`config.mk`:
```
export PLATFORM = sky130hd
export DESIGN_NAME = hex_display_scanner
export DESIGN_NICKNAME = d
export VERILOG_FILES = /design/src/rtl/hex_display_scanner.sv
export SDC_FILE = /design/constraint.sdc
export NUM_CORES = 1
export LEC_CHECK = 0
export CAP_MARGIN = 0
export CELL_PAD_IN_SITES_DETAIL_PLACEMENT = 0
export CELL_PAD_IN_SITES_GLOBAL_PLACEMENT = 1
export CORE_ASPECT_RATIO = 1.5
export CORE_MARGIN = 2
export CORE_UTILIZATION = 47
export CTS_CLUSTER_DIAMETER = 50
export DETAILED_ROUTE_END_ITERATION = 16
export GPL_ROUTABILITY_DRIVEN = 0
export PLACE_DENSITY_LB_ADDON = 0.05
export RECOVER_POWER = 25
export SYNTH_ARGS = -nofsm -noshare
export SYNTH_HDL_FRONTEND = slang
export SYNTH_SLANG_ARGS = --single-unit
```
`constraint.sdc`:
```
create_clock -name clk -period 5.36 [get_ports clk]
set_clock_uncertainty 0.1 [all_clocks]
set_input_delay 1.072 -clock clk [delete_from_list [all_inputs] [get_ports clk]]
set_output_delay 1.072 -clock clk [all_outputs]
set_load 0.01 [all_outputs]
```
`src/rtl/hex_display_scanner.sv`:
```
// Eight-digit multiplexed hex display driver with halt indicator on the digit-0 decimal point.
// Optional build macro LEADING_ZERO_BLANK_EN blanks digits above the most significant nonzero nibble.
module hex_display_scanner #(
  parameter int unsigned REFRESH_DIV = 50000
) (
  input  logic        clk,
  input  logic        rst_n,
  input  logic [31:0] hex_in,
  input  logic        load,
  input  logic        halt,
  output logic [7:0]  an_n,
  output logic [6:0]  seg_n,
  output logic        dp_n
);

  localparam logic [15:0] CNT_MAX = 16'(REFRESH_DIV - 1);

  logic [31:0] disp_r;
  logic [15:0] cnt_r;
  logic [2:0]  idx_r;
  logic        halt_r;

  logic        wrap_s;
  logic [3:0]  nib_s;
  logic        blank_s;
  logic [6:0]  seg_s;

  // Active-low gfedcba font for a single hex nibble.
  function automatic logic [6:0] hex_font(input logic [3:0] v);
    logic [6:0] f;
    case (v)
      4'h0:    f = 7'h40;
      4'h1:    f = 7'h79;
      4'h2:    f = 7'h24;
      4'h3:    f = 7'h30;
      4'h4:    f = 7'h19;
      4'h5:    f = 7'h12;
      4'h6:    f = 7'h02;
      4'h7:    f = 7'h78;
      4'h8:    f = 7'h00;
      4'h9:    f = 7'h10;
      4'hA:    f = 7'h08;
      4'hB:    f = 7'h03;
      4'hC:    f = 7'h46;
      4'hD:    f = 7'h21;
      4'hE:    f = 7'h06;
      4'hF:    f = 7'h0E;
      default: f = 7'h7F;
    endcase
    return f;
  endfunction

`ifdef LEADING_ZERO_BLANK_EN
  logic [2:0] msn_s;

  // Locate the most significant nonzero nibble; an all-zero value keeps digit 0 lit.
  always_comb begin
    msn_s = 3'd0;
    for (int i = 1; i < 8; i++) begin
      if (disp_r[4*i +: 4] != 4'h0) begin
        msn_s = 3'(i);
      end else begin
        msn_s = msn_s;
      end
    end
  end
`endif

  // Prescaler wrap detect and segment pattern for the currently selected digit.
  always_comb begin
    wrap_s = (cnt_r == CNT_MAX);
    nib_s  = disp_r[{idx_r, 2'b00} +: 4];
`ifdef LEADING_ZERO_BLANK_EN
    blank_s = (idx_r > msn_s);
`else
    blank_s = 1'b0;
`endif
    if (blank_s) begin
      seg_s = 7'h7F;
    end else begin
      seg_s = hex_font(nib_s);
    end
  end

  // Display/halt capture, scan sequencing and registered display drive.
  always_ff @(posedge clk or negedge rst_n) begin
    if (!rst_n) begin
      disp_r <= 32'h0000_0000;
      cnt_r  <= 16'd0;
      idx_r  <= 3'd0;
      halt_r <= 1'b0;
      an_n   <= 8'hFF;
      seg_n  <= 7'h7F;
      dp_n   <= 1'b1;
    end else begin
      if (load) begin
        disp_r <= hex_in;
      end
      if (halt) begin
        halt_r <= 1'b1;
      end
      if (wrap_s) begin
        cnt_r <= 16'd0;
        idx_r <= idx_r + 3'd1;
      end else begin
        cnt_r <= cnt_r + 16'd1;
      end
      an_n  <= ~(8'h01 << idx_r);
      seg_n <= seg_s;
      dp_n  <= ~((idx_r == 3'd0) & halt_r);
    end
  end

endmodule

```
run_1/sizing.png
(4 px per um)
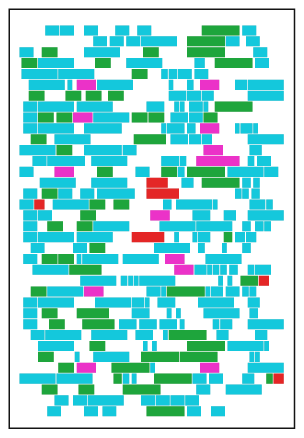
- cyan: x1 and smaller (cells 212; share 73%)
- green: x2 (cells 59; share 20%)
- magenta: x6 and larger (cells 13; share 4.5%)
- red: x3 and x4 (cells 6; share 2.1%)

run_1/m2.png
(3 px per um) Cells faint in the background.
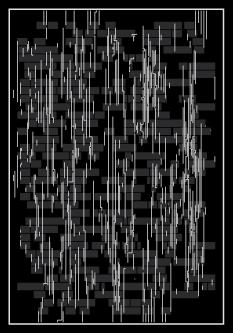
- main direction: vertical
- wire length on this layer: 2950 um
- longest straight run: 56.4 um
- nets with wire on the layer: 288
- share of all routed wire: 55%

run_1/congestion_map.png
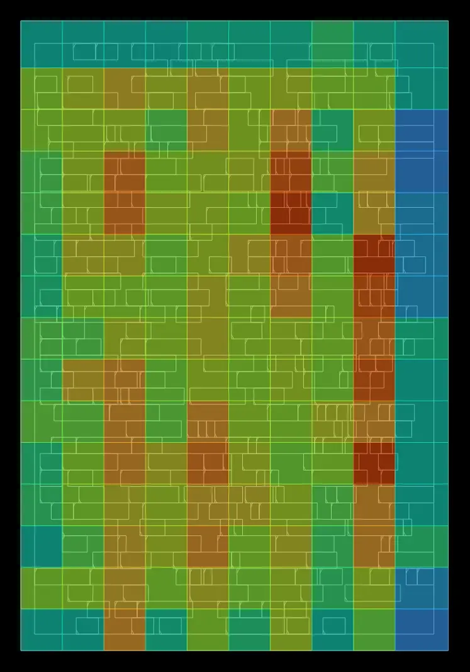
met3 capacity usage during global routing: 0.05620
overall routing resource usage: 0.1686

## run 1: area by class of cell
type | instances | area [um2]
Fill cell | 540 | 2546
Sequential cell | 68 | 1722
Inverter | 11 | 41.29
Tap cell | 76 | 95.09
Clock buffer | 15 | 176.4
Clock inverter | 1 | 30.03
Multi-Input combinational cell | 141 | 1348
Timing Repair Buffer | 54 | 528.0
## run 1: cell usage in the layout, fill, tap and decap left out, types with 2 or more instances in the layout
cell and count:
sky130_fd_sc_hd__nor2b_1 2, sky130_fd_sc_hd__or4_1 2, sky130_fd_sc_hd__nand4_1 2, sky130_fd_sc_hd__mux4_2 4, sky130_fd_sc_hd__mux4_1 4, sky130_fd_sc_hd__mux2i_1 8
sky130_fd_sc_hd__nand3_1 10, sky130_fd_sc_hd__or2_2 2, sky130_fd_sc_hd__xor2_1 8, sky130_fd_sc_hd__mux2_2 34, sky130_fd_sc_hd__ha_1 13, sky130_fd_sc_hd__nand2_1 10
sky130_fd_sc_hd__nor2_1 9, sky130_fd_sc_hd__xnor2_1 5, sky130_fd_sc_hd__clkbuf_1 3, sky130_fd_sc_hd__dfrtp_1 52, sky130_fd_sc_hd__dfstp_2 16, sky130_fd_sc_hd__mux2i_4 2
sky130_fd_sc_hd__buf_4 3, sky130_fd_sc_hd__or3_1 4, sky130_fd_sc_hd__o21ai_0 5, sky130_fd_sc_hd__a21oi_1 2, sky130_fd_sc_hd__clkbuf_8 12, sky130_fd_sc_hd__clkdlybuf4s50_1 49
sky130_fd_sc_hd__inv_1 11
## run 1: worst max-delay path, stage by stage (launching register included)
cell                      delay, ns
sky130_fd_sc_hd__dfrtp_1       0.69
sky130_fd_sc_hd__mux4_1        0.62
sky130_fd_sc_hd__mux2i_1       0.43
sky130_fd_sc_hd__inv_1         0.16
sky130_fd_sc_hd__ha_1          0.26
sky130_fd_sc_hd__inv_1         0.06
sky130_fd_sc_hd__mux2i_1       0.06
sky130_fd_sc_hd__a22o_2        0.27
## run 1: worst min path at each step
| stage | slack (ns) | endpoint | depth (start not counted) | from |
|---|---|---|---|---|
| 6_report | 0.32 | dp_n | 1 | halt_r |
| 5_1_grt | 0.38 | dp_n | 1 | halt_r |
| 4_1_cts | 0.32 | dp_n | 1 | halt_r |
| 3_5_place_dp | 0.31 | dp_n | 1 | halt_r |
| 3_3_place_gp | 0.31 | dp_n | 1 | halt_r |
| 2_1_floorplan | 0.30 | dp_n | 1 | halt_r |
## run 1: cell families (layout without fill, tap and decap cells)
kind of cell | after synthesis | after routing
flip-flops | 68 | 68
AND/OR/NAND/NOR | 49 | 49
adder cells (fa/ha/maj) | 13 | 13
buffers and inverters | 20 | 81
AND-OR/OR-AND | 13 | 13
XOR/XNOR | 13 | 13
multiplexers | 53 | 53
## run 1: through the flow
| stage | total power, W | utilization | cells |
|---|---|---|---|
| 2_1_floorplan | 0.0006493 | - | 229 |
| 3_3_place_gp | 0.0007172 | 0.5756 | 350 |
| 3_5_place_dp | 0.0007183 | 0.5756 | 350 |
| 4_1_cts | 0.001152 | 0.6074 | 366 |
| 5_1_grt | 0.001193 | 0.6074 | 366 |
| 6_report | 0.001131 | 0.6074 | 366 |
==> flow_metrics.rpt, run 1 <==
IMPLEMENTATION SUMMARY REPORT
----------------------------------------------------
[Global routing]
  Met1 demand-to-capacity share in global routing ........................ 0.1990
  Number of global-route vias before repair ........................ 2032
  Met2 demand-to-capacity share in global routing ........................ 0.2810

[Logic synthesis]
  Proportion of register bits with asynchronous set or reset after synthesis ........................ 1.000
  Nets in the synthesized netlist ........................ roughly 280
  Biggest area consumer among synthesized cells ........................ sky130_fd_sc_hd__dfrtp_1
  Proportion of netlist area held by the largest area contributor ........................ 0.4120
  Most popular library cell in the synthesized design by count ........................ sky130_fd_sc_hd__dfrtp_1
  Dominant combinational cell family by area after synthesis ........................ multiplexers
  Area share of and-or/or-and cells after synthesis ........................ 0.02655
  Count of cell types in the netlist ........................ 41

[Pwr]
  Sw Share ........................ 0.2123
  Internal portion of total power ........................ 0.0008908 W
  Clock network power ........................ 0.000425 W
  Largest power group ........................ registers
  Leak pwr ........................ 1.648 nW
  Clock network fraction of total power ........................ 0.376
  Part of the power in combinational logic ........................ 0.123

[Placed design]
  Instance area at placement ........................ 0.003734 mm2
  Worst slack at placement ........................ 2.586 ns

[CTS]
  Worst-skew pair later-pin latency ........................ 0.33 ns
  Buffer cell driving the clock tree root ........................ sky130_fd_sc_hd__clkbuf_8
  Clock slew seen by the registers of the worst setup and hold paths ........................ roughly 0.070 ns
  H-tree depth ........................ 3
  Cell resize tally after clock tree synthesis ........................ 0

[Die]
  Width of the die ........................ between 70 and 80 um
  Floorplan core area ........................ 0.006486 mm2
  Die Area ........................ 0.007404 mm2
  Num rows ........................ 36
  Die Y ........................ 104.4 um
  IO Pins ........................ about 52
  Initial core utilization ........................ 0.4869

[Final layout]
  Register name with the most flops ........................ disp_r
  Design Area, Final ........................ 0.003940 mm2
  Ratio of cells with drive above 1 in the final layout ........................ 0.2690
  Diodes inserted ........................ 0

[STA]
  Total negative setup slack ........................ 0 ns
  Number of setup violations in the final report ........................ 0
  Transition time at the pin with the least slew margin ........................ ~0.83 ns
  Hold Worst Slack ........................ 0.3193 ns
  Setup repair after global routing missed its margin ........................ no
  Period minus WS final ........................ roughly 2.7 ns

[Route]
  Met3 routed wirelength ........................ 215 um
  Top sig layer ........................ met4
  Post-detailed-routing wire length ........................ 5.377 mm
  First DRT Iteration DRCs ........................ about 71
  Count of TritonRoute iterations in the first routing pass ........................ 4

[Critical path]
  Required arrival time at the worst endpoint ........................ 5.52 ns
  Crit Path Category ........................ flop to flop
  Worst path arrival time ........................ 2.90 ns
  FF-to-FF path depth ........................ 7
  Reg-to-reg startpoint ........................ idx_r[0]
  Critical Path Sink Type ........................ flop
  Start point of the critical path ........................ idx_r[0]

[Worst hold path]
  Path type of the worst min-delay path ........................ flop to flop

[Job]
  Max-cap viol count ........................ 0

[Outcome]
  Status ........................ complete, no violations

----------------------------------------------------
==> inputs of run 2 (changes only) <==
- CORE_UTILIZATION: 47 -> 43
- clock period: 5.36 -> 2.8 ns (I/O delays scaled with it)
run_2/gates.png
(4 px per um)
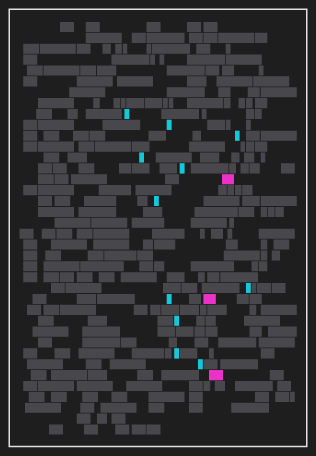
- magenta: non-inverting ao/oa cells (cells 3)
- cyan: inv cells (cells 11; most used inv_1)

==> flow_metrics.rpt, run 2 <==
IMPLEMENTATION SUMMARY REPORT
----------------------------------------------------
[Die]
  Floorplan core area ........................ 0.007179 mm2 (+11%)
  Die Y ........................ 109.0 um (+4.4%)
  Num rows ........................ 38 (+5.6%)
  Width of the die ........................ 73.97 um (+4.3%)
  Initial core utilization ........................ 0.4399 (-0.04701)
  Die Area ........................ 0.008060 mm2 (+8.9%)
  IO Pins ........................ 52 (unchanged)

[Final layout]
  Most common library cell in the layout ignoring fill and taps ........................ sky130_fd_sc_hd__dfrtp_1
  Ratio of cells with drive above 1 in the final layout ........................ 0.2881 (+0.01917)
  Diodes inserted ........................ 0 (unchanged)
  Fillers ........................ 629 (+16%)
  Layout-stage area growth over the synthesis result ........................ 28.61%
  Design Area, Final ........................ 0.004061 mm2 (+3.1%)
  Register name with the most flops ........................ disp_r
  Tally of non-filler cells in the final layout ........................ 395 (+7.9%)

[CTS]
  Buffer cell driving the clock tree root ........................ sky130_fd_sc_hd__clkbuf_8
  Cell resize tally after clock tree synthesis ........................ 0 (unchanged)
  H-tree depth ........................ 3 (unchanged)
  Clock tree from TritonCTS ........................ done
  Clock slew seen by the registers of the worst setup and hold paths ........................ 0.07 ns (about the same)
  Worst-skew pair later-pin latency ........................ 0.34 ns (about the same)

[Logic synthesis]
  Proportion of register bits with asynchronous set or reset after synthesis ........................ 1.000 (unchanged)
  Flip-flops with a built-in enable ........................ 0
  Count of synthesis-stage warnings from yosys ........................ 0
  Biggest area consumer among synthesized cells ........................ sky130_fd_sc_hd__dfrtp_1
  Proportion of netlist area held by the largest area contributor ........................ 0.4120 (unchanged)
  Count of cell types in the netlist ........................ 41 (unchanged)
  Most popular library cell in the synthesized design by count ........................ sky130_fd_sc_hd__dfrtp_1
  Nets in the synthesized netlist ........................ 278 (unchanged)

[Route]
  Detailed-route DRC error count ........................ 0
  Count of TritonRoute iterations in the first routing pass ........................ 4 (unchanged)
  First DRT Iteration DRCs ........................ 114 (+61%)
  Post-detailed-routing wire length ........................ 5.806 mm (+8.0%)

[Critical path]
  Worst path arrival time ........................ 2.49 ns (-0.41 ns)
  Required arrival time at the worst endpoint ........................ 2.97 ns (-2.55 ns)
  Maximum cell stage delay along the critical path ........................ 0.62 ns (-0.07 ns)
  Top delay family on crit path ........................ multiplexers
  Highest-delay cell along the critical path ........................ sky130_fd_sc_hd__mux4_1
  FF-to-FF path depth ........................ 7 (unchanged)
  Total buffers and inverters traversed by the critical path ........................ 2 (unchanged)
  Crit Path Category ........................ flop to flop
  Critical Path Sink Type ........................ flop
  Reg-to-reg startpoint ........................ idx_r[0]
  Worst-path cell chain ........................ mux4_1, mux2i_1, buf_4, inv_1, ha_1, and3_1, a211o_1

[Global routing]
  Pin count of the biggest net entering global routing ........................ between 40 and 50
  Number of global-route vias before repair ........................ 2044 (+0.59%)

[Worst hold path]
  Path type of the worst min-delay path ........................ flop to flop
  Worst Hold Endpoint ........................ dp_n
  Startpoint of the tightest hold check path ........................ halt_r
  Hold Path Depth ........................ 1 (unchanged)

[STA]
  Period minus WS final ........................ 2.319 ns (-0.4145 ns)
  Transition time at the pin with the least slew margin ........................ 1.424 ns (+0.5932 ns)
  Number of setup violations in the final report ........................ 0 (unchanged)
  Setup repair after global routing missed its margin ........................ no
  Hold Worst Slack ........................ 0.3345 ns (+0.01520 ns)
  Total negative setup slack ........................ 0 ns (unchanged)

[Pwr]
  Leak pwr ........................ 1.692 nW (+2.7%)

[Job]
  Max-cap viol count ........................ 0 (unchanged)

[Placed design]
  Placed instance count ........................ 379 (+8.3%)
  Instance area at placement ........................ 0.003814 mm2 (+2.1%)

[Outcome]
  Status ........................ complete, no violations

----------------------------------------------------
run_2/congestion_map.png
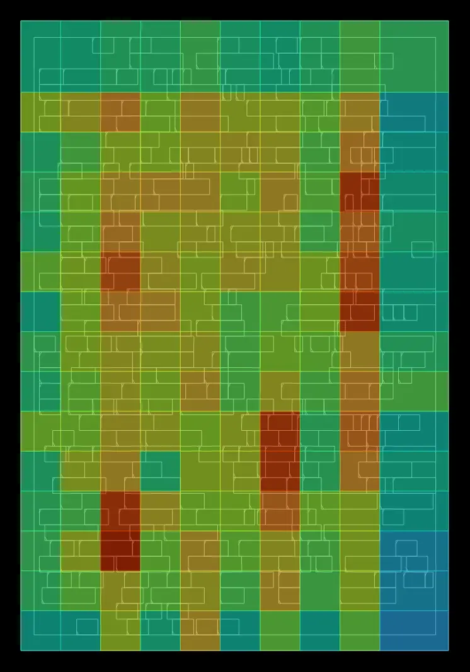
GRT Max-Usage Layer: met2
final core utilization: 0.5657
overall routing resource usage: 0.1687
met2 demand-to-capacity share in global routing: 0.2895
met3 capacity usage during global routing: 0.04806

## run 2: cell counts after synthesis
No cell type changed its count.
## run 2: how the worst max path moves through the flow
| stage | from | to | slack, ns | depth (start not counted) |
|---|---|---|---|---|
| after floorplan | idx_r[0] | seg_n[0] | 0.50 | 7 |
| after global placement | idx_r[0] | seg_n[0] | 0.49 | 7 |
| after detailed placement | idx_r[0] | seg_n[0] | 0.47 | 7 |
| after CTS | idx_r[0] | seg_n[0] | 0.45 | 7 |
| after global routing | idx_r[0] | seg_n[4] | 0.30 | 7 |
| final | idx_r[0] | seg_n[0] | 0.48 | 7 |
## run 2: metrics by stage
step | setup WS (ns) | power (W)
final | 0.4810 | 0.002352
after global routing | 0.3010 | 0.002465
after floorplan | 0.4955 | 0.001243
after detailed placement | 0.4733 | 0.001388
after CTS | 0.4476 | 0.002387
after global placement | 0.4927 | 0.001385
## run 2: worst reg2reg max path, cell delays in order, from the launching register on
cell,delay [ns]
sky130_fd_sc_hd__dfrtp_1,0.56
sky130_fd_sc_hd__mux4_1,0.62
sky130_fd_sc_hd__mux2i_1,0.15
sky130_fd_sc_hd__buf_4,0.16
sky130_fd_sc_hd__inv_1,0.06
sky130_fd_sc_hd__ha_1,0.22
sky130_fd_sc_hd__and3_1,0.16
sky130_fd_sc_hd__a211o_1,0.22
## run 2: metal layers
layer | global-route usage | routed length, um | up-vias | share of wire
met5 | 0 | 0 | - | 0
met2 | 0.2895 | 3166 | 49 | 0.55
li1 | - | - | 939 | -
met3 | 0.04806 | 249 | 9 | 0.043
met4 | 0.06623 | 102 | 0 | 0.018
met1 | 0.1959 | 2287 | 978 | 0.39
## run 2: where the power goes
group          switching, W  internal, W  total (W)
combinational      0.000106     0.000168   0.000274
clock              0.000374     0.000615   0.000989
sequential        0.0000310      0.00106    0.00109
total              0.000511      0.00184    0.00235
## run 2: cells by family after synthesis
| kind of cell | Yosys count | share of synthesized area |
|---|---|---|
| adder cells (fa/ha/maj) | 13 | 0.05151 |
| multiplexers | 53 | 0.2274 |
| flip-flops | 68 | 0.5452 |
| XOR/XNOR | 13 | 0.03605 |
| buffers and inverters | 20 | 0.02813 |
| AND-OR/OR-AND | 13 | 0.02655 |
| AND/OR/NAND/NOR | 49 | 0.08518 |
## run 2: area by class of cell
type,instances,area (um2),share of cell area
clock buffers,10,137.6,0.03389
clock inverters,6,111.4,0.02742
inverters,11,41.29,0.01017
multi-input cells,141,1348,0.3318
flip-flops and latches,68,1722,0.4239
well taps,100,125.1,0.03081
repair buffers,59,576.8,0.1420
==> inputs of run 3 (changes only) <==
- CORE_UTILIZATION: 43 -> 39
- clock period: 2.8 -> 2.12 ns (I/O delays scaled with it)
run_3/sizing.png
(4 px per um)
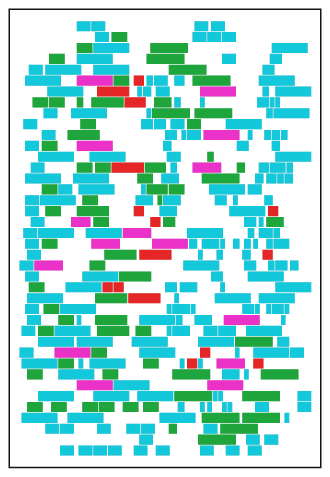
- cyan: x1 and smaller (cells 205; share 67%)
- red: x3 and x4 (cells 15; share 4.9%)
- green: x2 (cells 69; share 23%)
- magenta: x6 and larger (cells 15; share 4.9%)

==> flow_metrics.rpt, run 3 <==
IMPLEMENTATION SUMMARY REPORT
----------------------------------------------------
[Outcome]
  Status ........................ complete, no violations

[Die]
  IO Pins ........................ 52 (unchanged)
  Die Y ........................ 114.2 um (+4.8%)
  Floorplan core area ........................ 0.007958 mm2 (+11%)
  Width of the die ........................ 77.48 um (+4.7%)
  Num rows ........................ 40 (+5.3%)

[STA]
  Hold Worst Slack ........................ 0.3189 ns (-0.01569 ns)
  Period minus WS final ........................ 2.055 ns (-0.2636 ns)
  Number of setup violations in the final report ........................ 0 (unchanged)
  Total negative setup slack ........................ 0 ns (unchanged)
  Transition time at the pin with the least slew margin ........................ 0.9387 ns (-0.4853 ns)
  Setup repair after global routing missed its margin ........................ yes

[Global routing]
  Number of global-route vias before repair ........................ 2082 (+1.9%)
  Grt ovf ........................ 0
  Pin count of the biggest net entering global routing ........................ 37 (-18%)
  Overall routing resource usage ........................ 0.1533 (-0.01546)

[Route]
  Count of TritonRoute iterations in the first routing pass ........................ 4 (unchanged)
  Detailed-route DRC error count ........................ 0 (unchanged)

[Job]
  Max-cap viol count ........................ 0 (unchanged)

[CTS]
  H-tree depth ........................ 3 (unchanged)
  Clock tree from TritonCTS ........................ done
  Buffer cell driving the clock tree root ........................ sky130_fd_sc_hd__clkbuf_16
  Clock slew seen by the registers of the worst setup and hold paths ........................ 0.05 ns (-0.02 ns)
  Worst-skew pair later-pin latency ........................ 0.32 ns (-0.02 ns)

[Final layout]
  Most common library cell in the layout ignoring fill and taps ........................ sky130_fd_sc_hd__dfrtp_1
  Layout-stage area growth over the synthesis result ........................ 33.72%
  Ratio of cells with drive above 1 in the final layout ........................ 0.3257 (+0.03752)
  Tally of non-filler cells in the final layout ........................ 409 (+3.5%)
  Diodes inserted ........................ 0 (unchanged)

[Logic synthesis]
  Flip-flops with a built-in enable ........................ 0 (unchanged)
  Count of synthesis-stage warnings from yosys ........................ 0 (unchanged)
  Biggest area consumer among synthesized cells ........................ sky130_fd_sc_hd__dfrtp_1
  Count of cell types in the netlist ........................ 41 (unchanged)
  Most popular library cell in the synthesized design by count ........................ sky130_fd_sc_hd__dfrtp_1
  Nets in the synthesized netlist ........................ 278 (unchanged)

[Pwr]
  Internal portion of total power ........................ 0.002462 W (+34%)
  Power dissipated by switching net loads ........................ 0.0006842 W (+34%)
  Sequential group share of total power ........................ 0.458 (-0.005)
  Clock network fraction of total power ........................ 0.417 (-0.003)
  Sw Share ........................ 0.2174 (+0.0003595)

[Worst hold path]
  Hold Path Depth ........................ 1 (unchanged)
  Path type of the worst min-delay path ........................ flop to flop

[Critical path]
  Maximum cell stage delay along the critical path ........................ 0.52 ns (-0.10 ns)
  Crit Path Category ........................ flop to flop
  Critical Path Sink Type ........................ flop
  Worst path arrival time ........................ 2.21 ns (-0.28 ns)
  Required arrival time at the worst endpoint ........................ 2.27 ns (-0.70 ns)
  Highest-delay cell along the critical path ........................ sky130_fd_sc_hd__mux4_2
  Worst-path cell chain ........................ buf_4, mux4_2, mux2i_4, ha_1, inv_1, or3_1, o21ai_1
  FF-to-FF path depth ........................ 7 (unchanged)

----------------------------------------------------
run_3/m2.png
(2 px per um) Cells faint in the background.
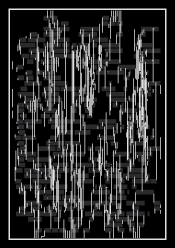
- wire length on this layer: 3370 um
- nets with wire on the layer: 305
- longest straight run: 60.5 um

## run 3: cell families (layout without fill, tap and decap cells)
group,Yosys count,in the layout,share of synthesized area
fa+ha+maj,13,13,0.05151
mux,53,53,0.2274
flops,68,68,0.5452
xor+xnor,13,13,0.03605
compound gates,13,13,0.02655
simple gates,49,49,0.08518
buf+inv,20,95,0.02813
## run 3: power by group through the flow
| stage | Sequential [W] | Combinational (W) | Clock, W |
|---|---|---|---|
| 2_1_floorplan | 0.00146 | 0.000193 | 0 |
| 3_3_place_gp | 0.00146 | 0.000394 | 0 |
| 3_5_place_dp | 0.00147 | 0.000395 | 0 |
| 4_1_cts | 0.00145 | 0.000397 | 0.00136 |
| 5_1_grt | 0.00145 | 0.000433 | 0.00141 |
| 6_report | 0.00144 | 0.000394 | 0.00131 |
## run 3: final timing paths
| path | from | endpoint | slack, ns |
|---|---|---|---|
| min in group asynchronous | rst_n | halt_r | 0.66 |
| worst max register to register | idx_r[0] | seg_n[1] | 0.06 |
| worst max-delay path | idx_r[0] | seg_n[1] | 0.06 |
| max in group asynchronous | rst_n | seg_n[5] | 0.42 |
| worst min-delay path | halt_r | dp_n | 0.32 |
| worst min register to register | halt_r | dp_n | 0.32 |
## run 3: through the flow
stage / setup WS, ns / cell area [um2] / utilization / power [W]
final: 0.06460 / 4223 / 0.5307 / 0.003147
after global routing: -0.03922 / 4223 / 0.5307 / 0.003295
after detailed placement: 0.03187 / 3940 / 0.4951 / 0.001861
after CTS: 0.01777 / 4214 / 0.5296 / 0.003197
after global placement: 0.05977 / 3940 / 0.4951 / 0.001859
after floorplan: 0.01298 / 3168 / - / 0.001652
## run 3: what timing repair did
action | CTS | global route
hold buffers | 1 | 0
endpoints found under the setup margin | 0 | 5
hold endpoints to repair | 8 | 0
gates resized | 0 | 5
setup buffers | 0 | 0
## run 3: area by class of cell
type | count | area [um2] | share of cell area
inverters | 11 | 41.29 | 0.009778
multi-input cells | 141 | 1371 | 0.3247
flip-flops and latches | 68 | 1722 | 0.4077
well taps | 105 | 131.4 | 0.03111
repair buffers | 68 | 693.2 | 0.1641
clock buffers | 14 | 254.0 | 0.06015
clock inverters | 2 | 10.01 | 0.002370
## run 3: metal layers
layer,GRT usage,share of wire,routed length (um),vias to the layer above
met5,0,0,0,-
met2,0.2783,0.56,3366,33
met3,0.04259,0.035,209,8
met1,0.1619,0.38,2293,982
met4,0.07500,0.019,114,0
li1,-,-,-,953
## run 3: worst max-delay path, delay by kind of cell (launching register included)
family | cells | cell delay, ns
buffers and inverters | 2 | 0.19
AOI/OAI and AO/OA | 1 | 0.08
DFF | 1 | 0.34
and+or+nand+nor | 1 | 0.35
adders and majority gates | 1 | 0.19
muxes | 2 | 0.73
Power figures rest on the tool's default switching activity, not on a simulated workload.
